**src/rtl/turn_timer_ctrl.sv**
```systemverilog
// turn_timer_ctrl: two-player turn timer.
// Owns a per-second prescaler and a turn countdown. The active player is
// toggled on each completed move or acknowledged expiry. All outputs are
// registered. The reset deassertion is synchronised to C_50Mhz.
// Optional feature macro: TURN_TIMER_BLINK_EN. It enables the low-time
// warning blink. Without it, blink is tied high.
//
// state   | meaning
// --------+---------------------------------------------
// IDLE    | waiting for start
// RUN     | countdown active
// PAUSED  | pause held high, prescaler and secs frozen
// EXPIRED | turn timed out, waiting for ack
module turn_timer_ctrl #(
  parameter int TICKS_PER_SEC = 50_000_000,
  parameter int TURN_SECS     = 30
) (
  input  logic       C_50Mhz,
  input  logic       rst_n,
  input  logic       start,
  input  logic       move_done,
  input  logic       pause,
  input  logic       abort,
  input  logic       ack,
  output logic       player,
  output logic [5:0] secs_left,
  output logic       sec_tick,
  output logic       timeUp,
  output logic       running,
  output logic       blink
);

  localparam int PW = $clog2(TICKS_PER_SEC);
  localparam logic [PW-1:0] PRE_MAX = PW'(TICKS_PER_SEC - 1);
  localparam logic [5:0]    TURN    = 6'(TURN_SECS);

  typedef enum logic [1:0] {IDLE, RUN, PAUSED, EXPIRED} state_t;

  state_t        state, nxt_state;
  logic [PW-1:0] pre, nxt_pre;
  logic          nxt_player;
  logic [5:0]    nxt_secs;
  logic          nxt_tick, nxt_tu;
  logic          rst_meta, rst_sync_n;

  // Reset asserts immediately and deasserts two clock edges later.
  always_ff @(posedge C_50Mhz or negedge rst_n) begin
    if (!rst_n) begin
      rst_meta   <= 1'b0;
      rst_sync_n <= 1'b0;
    end else begin
      rst_meta   <= 1'b1;
      rst_sync_n <= rst_meta;
    end
  end

  // Next-state and next-output decode. Same-edge priority is:
  // abort, then move_done, then pause, then the prescaler tick.
  always_comb begin
    nxt_state  = state;
    nxt_pre    = pre;
    nxt_player = player;
    nxt_secs   = secs_left;
    nxt_tick   = 1'b0;
    nxt_tu     = 1'b0;
    if (abort) begin
      nxt_state  = IDLE;
      nxt_pre    = '0;
      nxt_player = 1'b0;
      nxt_secs   = TURN;
    end else begin
      case (state)
        IDLE: begin
          if (start) begin
            nxt_state  = RUN;
            nxt_pre    = '0;
            nxt_player = 1'b0;
            nxt_secs   = TURN;
          end
        end
        RUN, PAUSED: begin
          if (move_done) begin
            // The state is kept, so a move made while paused stays paused.
            nxt_player = ~player;
            nxt_secs   = TURN;
            nxt_pre    = '0;
          end else if (pause) begin
            nxt_state = PAUSED;
          end else begin
            // The edge that releases pause also counts. A pause therefore
            // costs exactly the number of cycles it was held high.
            nxt_state = RUN;
            if (pre == PRE_MAX) begin
              nxt_pre  = '0;
              nxt_tick = 1'b1;
              nxt_secs = secs_left - 6'd1;
              if (secs_left == 6'd1) begin
                nxt_tu    = 1'b1;
                nxt_state = EXPIRED;
              end
            end else begin
              nxt_pre = pre + PW'(1);
            end
          end
        end
        EXPIRED: begin
          if (ack) begin
            nxt_state  = RUN;
            nxt_player = ~player;
            nxt_secs   = TURN;
            nxt_pre    = '0;
          end
        end
        default: nxt_state = IDLE;
      endcase
    end
  end

  // FSM state, counters and registered outputs.
  always_ff @(posedge C_50Mhz or negedge rst_sync_n) begin
    if (!rst_sync_n) begin
      state     <= IDLE;
      pre       <= '0;
      player    <= 1'b0;
      secs_left <= TURN;
      sec_tick  <= 1'b0;
      timeUp    <= 1'b0;
      running   <= 1'b0;
    end else begin
      state     <= nxt_state;
      pre       <= nxt_pre;
      player    <= nxt_player;
      secs_left <= nxt_secs;
      sec_tick  <= nxt_tick;
      timeUp    <= nxt_tu;
      running   <= (nxt_state == RUN) || (nxt_state == PAUSED);
    end
  end

`ifdef TURN_TIMER_BLINK_EN
  localparam logic [PW-1:0] PRE_HALF = PW'(TICKS_PER_SEC / 2);
  logic nxt_blink;

  // Blink is derived from next-cycle values, so it lines up with the
  // registered prescaler.
  always_comb begin
    nxt_blink = 1'b1;
    if (nxt_state == EXPIRED)
      nxt_blink = 1'b0;
    else if (nxt_state == RUN && nxt_secs <= 6'd5)
      nxt_blink = (nxt_pre < PRE_HALF);
  end

  // Registered warning blink.
  always_ff @(posedge C_50Mhz or negedge rst_sync_n) begin
    if (!rst_sync_n) blink <= 1'b1;
    else             blink <= nxt_blink;
  end
`else
  assign blink = 1'b1;
`endif

endmodule

```
**config.mk**
```make
export PLATFORM = sky130hd
export DESIGN_NAME = turn_timer_ctrl
export DESIGN_NICKNAME = d
export VERILOG_FILES = /design/src/rtl/turn_timer_ctrl.sv
export SDC_FILE = /design/constraint.sdc
export NUM_CORES = 1
export LEC_CHECK = 0
export CORE_MARGIN = 8
export CORE_UTILIZATION = 45
export DETAILED_ROUTE_END_ITERATION = 8
export GPL_TIMING_DRIVEN = 0
export PLACE_DENSITY = 0.65
export SETUP_SLACK_MARGIN = 0.5
export SLEW_MARGIN = 25
export SYNTH_ARGS = -nofsm -noshare
export SYNTH_HDL_FRONTEND = slang
export SYNTH_SLANG_ARGS = --single-unit
export TNS_END_PERCENT = 1
```
**constraint.sdc**
```tcl
create_clock -name C_50Mhz -period 1.41 [get_ports C_50Mhz]
set_input_delay 0.141 -clock C_50Mhz [delete_from_list [all_inputs] [get_ports C_50Mhz]]
set_output_delay 0.141 -clock C_50Mhz [all_outputs]
set_load 0.01 [all_outputs]
```
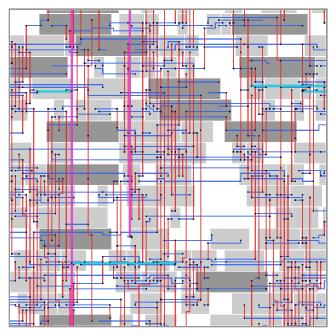
Fig. 1. Close-up of the layout (run 1).
Window x 23 to 63, y 23 to 63 um. Cells in gray, sequential cells in the stronger gray; small squares are vias.
Key: metal 4 = magenta; metal 2 = red; metal 3 = cyan; metal 1 = blue
Netlist names of flops here include pre (11), secs_left (2). 115 logic cells have their middle in the window. Sequential cells in the window: 13. Most frequent: dfrtp_1 (11), nand2_1 (8), nor2_1 (7).

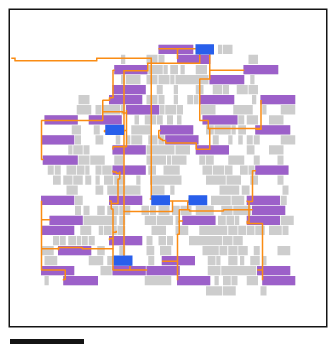
Fig. 2. Clock wires, drivers and flops (run 1).
Bar = 20 um.
Key: flip-flops = purple [count 40]; clock wires = orange [length 544 um]; clock drivers = blue [count 5]
There are 6 routed clock nets. Position of the flops: all over the die.
clk_skew: 9.173 ps
P_clk: 833 uW

==> results_dict.tcl, run 1 <==
# collected from the flow reports
set metrics [dict create \
    fin_util_pct 59.12 \
    clock_path_buffers 2 \
    clk_latency_ps 300 \
    edf_count 0 \
    yosys_area_mm2 0.002171 \
    maxCapViolCount 0 \
    yosys_warnings 0 \
    timing.hold.ws_ps 125.5 \
    violations "setup timing" \
    ys.flops 40 \
    core_area_mm2 0.004692 \
    drt_pass1_iterations 4 \
    reg2reg_to "pre[19]" \
    synth.cell_area_mm2 0.002171 \
    final_antenna_net_count 0 \
    die_w_um 85.46 \
    crit_top_cell "or3_4" \
    run_status "finished, violations left" \
    powerDensity_mw_per_mm2 1199 \
    synthTopCellsByCount "36 x dfrtp_1, 16 x nor2_1, 14 x a21oi_1, 14 x nand2_1, 14 x o21ai_0" \
    postLayoutSetupSlackWorst_ps -732.4 \
    clock-sinks 40 \
    flop_area_mm2 0.001012 \
    ioPinCount 18 \
    grt_usage_pct 14.30 \
    postPlaceCellArea_mm2 0.002439 \
    setup_viol 37 \
    synth.area.top_cells "dfrtp_1 41%, dfstp_2 4.8%, or3_1 3.7%" \
    via_per_inst 5.825 \
    dr.max_layer_used "met4" \
    fin_crit_ps 2142 \
    final_hold_viol_count 0 \
    dpl.hpwl_um 3320 \
    ys_sh_mux_pct 0 \
    tritoncts "yes" \
    xor_share_pct 4.438 \
    tool_warnings 32 \
]
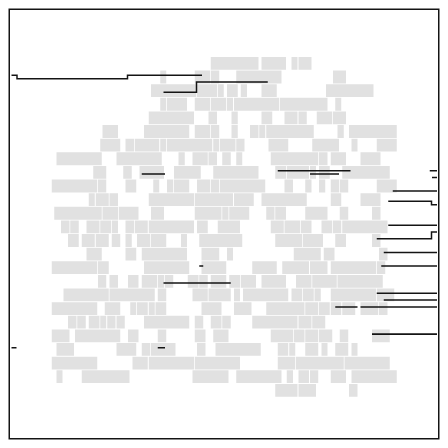
Fig. 3. Metal 3 (run 1).
Cells faint in the background.
The wires run mostly horizontal. The longest straight run is 22.1 um. The layer holds 4.5% of the routed length. 18 nets have wire on it.
met3 Usage GRT: 4.344%
Routed WL: 4869 um

-- run 1: layout make-up --
cell class | instances | share of cell area, %
Inverter | 6 | 0.8119
Clock buffer | 8 | 3.608
Tap cell | 54 | 2.436
Multi-Input combinational cell | 170 | 45.74
Timing Repair Buffer | 23 | 8.074
Buffer | 8 | 2.842
Sequential cell | 40 | 36.49
-- run 1: state kept, by name (all words and copies together) (netlist names) --
signal and cells:
player 1, pre 26, rst_meta 1, rst_sync_n 1, running 1, sec_tick 1, secs_left 6, state 2
timeUp 1
-- run 1: per-stage QoR --
stage / cells / setup slack [ps] / power, uW / setup TNS [ps]
after CTS: 304 / -719.9 / 3237 / -17610
after global routing: 309 / -790.4 / 3552 / -21320
after detailed placement: 295 / -822.7 / 2298 / -26350
after global placement: 294 / -815.9 / 2283 / -34650
final: 309 / -732.4 / 3327 / -17970
after floorplan: 224 / -490.6 / 1978 / -14030
-- run 1: layer usage --
metal	GRT usage, %	vias to the layer above
met5	0	-
li1	-	889
met4	6.688	0
met2	24.12	24
met1	16.08	881
met3	4.344	6
-- run 1: where the power goes --
group | switching (uW) | internal [uW] | leakage (uW)
sequential | 96.0 | 1250 | 0.000529
clock | 387 | 446 | 0.0000515
combinational | 650 | 497 | 0.000481
total | 1130 | 2190 | 0.00106
-- run 1: worst max-delay path by stage --
stage / endpoint / depth (start not counted) / slack (ps)
floorplan: pre[17] / 8 / -490
global placement: pre[24] / 7 / -820
detailed placement: pre[24] / 7 / -820
CTS: pre[19] / 8 / -720
global route: pre[17] / 7 / -790
finish: pre[19] / 8 / -730
-- run 1: repair_timing --
item                                    in CTS  in global routing
setup buffers                                0                  4
endpoints found under the setup margin      48                 48
resized                                     67                 21
pin swaps                                    3                 17
hold endpoints to repair                     2                  0
hold buffers                                 1                  0
cloned                                       0                  1
==> inputs of run 2 (changes only) <==
==> constraint.sdc (replaced) <==
create_clock -name C_50Mhz -period 2.52 [get_ports C_50Mhz]
set_input_delay 0.252 -clock C_50Mhz [delete_from_list [all_inputs] [get_ports C_50Mhz]]
set_output_delay 0.252 -clock C_50Mhz [all_outputs]
set_load 0.01 [all_outputs]
==> results_dict.tcl, run 2 <==
# collected from the flow reports
set metrics [dict create \
    run_status "finished, final reports clean" \
    dpl.hpwl_um 3331 \
    core_area_mm2 0.004692 \
    drt_pass1_iterations 4 \
    maxCapViolCount 0 \
    clock_path_buffers 2 \
    setup_viol 0 \
    yosys_area_mm2 0.002171 \
    tool_warnings 31 \
    postLayoutSetupSlackWorst_ps 412.6 \
    die_w_um 85.46 \
    synth.area.top_cells "dfrtp_1 41%, dfstp_2 4.8%, or3_1 3.7%" \
    ys_sh_mux_pct 0 \
    powerDensity_mw_per_mm2 675.3 \
    via_per_inst 5.861 \
    top_register "pre" \
    clock_skew_ps 7.341 \
    fin_crit_ps 2107 \
    ys_cells 223 \
    edf_count 0 \
    max_freq_mhz 474.5 \
    clock-sinks 40 \
    xor_share_pct 4.438 \
    worst_pin_slew_ps 512.4 \
    syn-instance-count 223 \
    top_area_share_pct 41.50 \
    final_antenna_net_count 0 \
    synth_seq_share_pct 46.34 \
    synthTopCellsByCount "36 x dfrtp_1, 16 x nor2_1, 14 x a21oi_1, 14 x nand2_1, 14 x o21ai_0" \
    ys.flops 40 \
    place_ws_ps 57.04 \
    fin_cells 309 \
    place_inst 295 \
    wl_um 4856 \
    final_hold_viol_count 0 \
    largest_register_ffs 26 \
    yosys_warnings 0 \
    synth.cell_area_mm2 0.002171 \
    finalSetupTns_ps 0 \
    tritoncts "yes" \
    top_regs "pre: 26 flops, secs_left: 6 flops, state: 2 flops" \
    timing.hold.ws_ps 114.8 \
    synth-simple-area-share_pct 28.07 \
    dr.max_layer_used "met4" \
    ioPinCount 18 \
    hold_buffers 0 \
]
run 2: worst paths after layout:
| kind | slack (ps) | start | depth (start not counted) | endpoint |
|---|---|---|---|---|
| setup / recovery | 410 | state[0] | 8 | pre[18] |
| hold / removal | 110 | rst_n | 1 | rst_meta |
| setup reg to reg | 410 | state[0] | 8 | pre[18] |
| hold reg to reg | 130 | rst_sync_n | 0 | pre[19] |
| max in group asynchronous | 1900 | rst_sync_n | 1 | secs_left[4] |
| min in group C_50Mhz | 350 | rst_meta | 0 | rst_sync_n |
run 2: timing repair:
| action | 4_1_cts | 5_1_grt |
|---|---|---|
| gates cloned | 2 | 0 |
| pin swaps | 8 | 3 |
| buffers inserted | 3 | 1 |
| resized | 13 | 7 |
| endpoints found under the setup margin | 34 | 35 |
run 2: through the flow:
stage,area [um^2],total power (uW),util [%]
2_1_floorplan,2187,1100,-
3_3_place_gp,2415,1271,51.47
3_5_place_dp,2436,1287,51.92
4_1_cts,2592,1755,55.25
5_1_grt,2619,1872,55.81
6_report,2619,1768,55.81
run 2: final cells by class:
class | count | area [um^2] | area share [%]
multi-input cells | 170 | 1159 | 44.24
repair buffers | 23 | 220.2 | 8.409
plain buffers | 8 | 58.81 | 2.246
clock buffers | 7 | 76.32 | 2.914
clock inverters | 1 | 5.005 | 0.1911
inverters | 6 | 22.52 | 0.8600
well taps | 54 | 67.56 | 2.580
flip-flops and latches | 40 | 1010 | 38.56
run 2: where the power goes:
| part | switching [uW] | internal (uW) | total [uW] |
|---|---|---|---|
| clock network | 213 | 194 | 408 |
| registers | 58.8 | 699 | 758 |
| logic | 344 | 259 | 603 |
run 2: routing by layer:
metal,GRT usage (%),up-vias
li1,-,890
met5,0,-
met1,16.78,879
met3,3.764,8
met2,23.98,34
met4,5.096,0
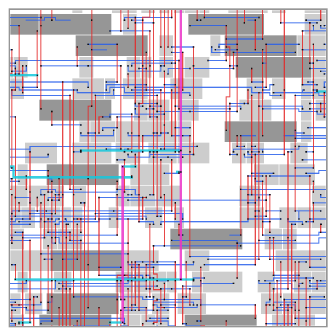
Fig. 4. Close-up of the layout (run 2).
Window x 23 to 63, y 23 to 63 um. Cells in gray, sequential cells in the stronger gray; small squares are vias.
Key: metal 3 = cyan; metal 2 = red; metal 1 = blue; metal 4 = magenta
Sequential cells in the window: 13. 112 logic cells have their middle in the window. Netlist names of flops here include pre (11), secs_left (2). Most frequent: dfrtp_1 (11), nand3_1 (8), nor2_1 (6).

==> inputs of run 3 (changes only) <==
--- a/config.mk
+++ b/config.mk
@@ -9,7 +9,7 @@
 export CORE_UTILIZATION = 45
 export DETAILED_ROUTE_END_ITERATION = 8
 export GPL_TIMING_DRIVEN = 0
-export PLACE_DENSITY = 0.65
+export PLACE_DENSITY = 0.68
 export SETUP_SLACK_MARGIN = 0.5
 export SLEW_MARGIN = 25
 export SYNTH_ARGS = -nofsm -noshare
==> constraint.sdc (replaced) <==
create_clock -name C_50Mhz -period 1.9 [get_ports C_50Mhz]
set_input_delay 0.19 -clock C_50Mhz [delete_from_list [all_inputs] [get_ports C_50Mhz]]
set_output_delay 0.19 -clock C_50Mhz [all_outputs]
set_load 0.01 [all_outputs]
==> results_dict.tcl, run 3 <==
# collected from the flow reports
set metrics [dict create \
    run_status "finished, violations left" \
    violations "setup timing" \
    clock_skew_ps 5.695 \
    p_clk_share_pct 24.6 \
    clk_latency_ps 290 \
    edf_count 0 \
    tritoncts "yes" \
    rr_startpoint "state[1]" \
    final_area_mm2 0.002630 \
    seqPwrFrac_pct 42.2 \
    yosys_area_mm2 0.002171 \
    synth_seq_share_pct 46.34 \
    sw_frac_of_total_pct 34.09 \
    place_inst 295 \
    top_area_share_pct 41.50 \
    clock_path_buffers 2 \
    postPlaceCellArea_mm2 0.002439 \
    final_antenna_net_count 0 \
    die_w_um 85.46 \
    drt_pass1_iterations 4 \
    synth.area.top_cells "dfrtp_1 41%, dfstp_2 4.8%, or3_1 3.7%" \
    via_per_inst 5.883 \
    fin_util_pct 56.05 \
    synth.cell_area_mm2 0.002171 \
    timing.hold.ws_ps 54.13 \
    ys_cells 223 \
    synthTopCellsByCount "36 x dfrtp_1, 16 x nor2_1, 14 x a21oi_1, 14 x nand2_1, 14 x o21ai_0" \
    cts_resized 16 \
    core_area_mm2 0.004692 \
    netSwitchingPower_uw 805.1 \
    ys.flops 40 \
    grt_util_met2_pct 22.43 \
    yosys_warnings 0 \
    post_cts_buffers 2 \
    finalSetupTns_ps -2184 \
    syn-instance-count 223 \
    use_met3_pct 4.054 \
    top_regs "pre: 26 flops, secs_left: 6 flops, state: 2 flops" \
    powerDensity_mw_per_mm2 898.0 \
    largest_register_ffs 26 \
    setup_viol 16 \
    top_register "pre" \
    tool_warnings 32 \
    met1_usage_pct 15.21 \
    clock-sinks 40 \
    final_hold_viol_count 0 \
    r2r_slack_ps -200 \
    combPwrFrac_pct 33.2 \
    fin_cells 307 \
    postLayoutSetupSlackWorst_ps -202.6 \
]
## run 3: cell counts after synthesis
Identical to the previous run, type by type.
## run 3: worst max path at each step
stage / startpoint / endpoint / slack (ps) / depth (start not counted)
finish: state[1] / pre[19] / -200 / 8
global placement: move_done / pre[24] / -350 / 7
global route: state[1] / pre[18] / -300 / 8
floorplan: state[1] / pre[17] / -0.6 / 8
detailed placement: move_done / pre[18] / -380 / 7
CTS: state[1] / pre[18] / -200 / 8
## run 3: critical path: cells and delay by family (launching register included)
kind | cells | cell delay [ps]
simple gates | 3 | 880
compound gates | 2 | 260
flops | 1 | 410
buf+inv | 2 | 260
fa+ha+maj | 1 | 220
## run 3: power by group through the flow
stage | combinational [uW] | sequential [uW] | clock (uW)
2_1_floorplan | 444 | 1020 | 0
3_3_place_gp | 667 | 1020 | 0
3_5_place_dp | 700 | 1010 | 0
4_1_cts | 744 | 993 | 602
5_1_grt | 870 | 1010 | 634
6_report | 783 | 998 | 581
## run 3: kinds of logic after synthesis
kind of cell    synth area share, %
xor+xnor                      4.438
buf+inv                       3.401
fa+ha+maj                     3.458
compound gates                14.12
flops                         46.34
simple gates                  28.07
other cells                  0.1727
## run 3: final cells by class
| cell class | count | area, um^2 |
|---|---|---|
| well taps | 54 | 67.56 |
| inverters | 6 | 22.52 |
| repair buffers | 21 | 201.4 |
| multi-input cells | 170 | 1174 |
| clock buffers | 8 | 90.09 |
| plain buffers | 8 | 65.06 |
| fillers | 413 | 2062 |
| flip-flops and latches | 40 | 1010 |
## run 3: layer usage
layer / vias up / part of all wire [%]
met3: 5 / 4.1
met5: - / 0
li1: 886 / -
met4: 0 / 1.6
met1: 885 / 46
met2: 30 / 48
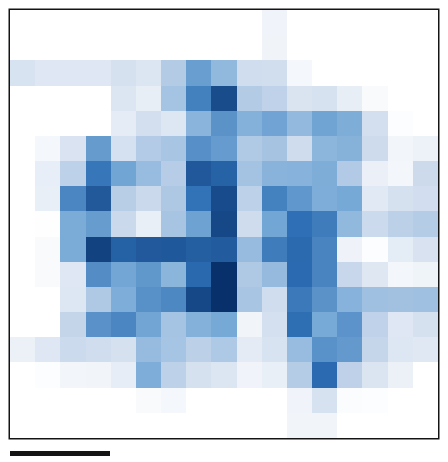
Fig. 5. Signal metal coverage by tile (run 3).
Bar = 20 um. The die is cut into 17 by 17 equal tiles; white is low, dark blue is high, scaled to the fullest tile. Values are wire area over tile area, all layers added.
The mean over all tiles is 0.10. The densest ninth of the die: center. 20% of the tiles are over half the peak. The fullest tile reaches 0.40. The emptiest ninth of the die: north-west.
GR Util All Layers: 13.33%
Routed WL: 4721 um
Routed WL per cell: 15.38 um
vias: 1806

No activity file was given, so power comes from the tool's default toggle rates.
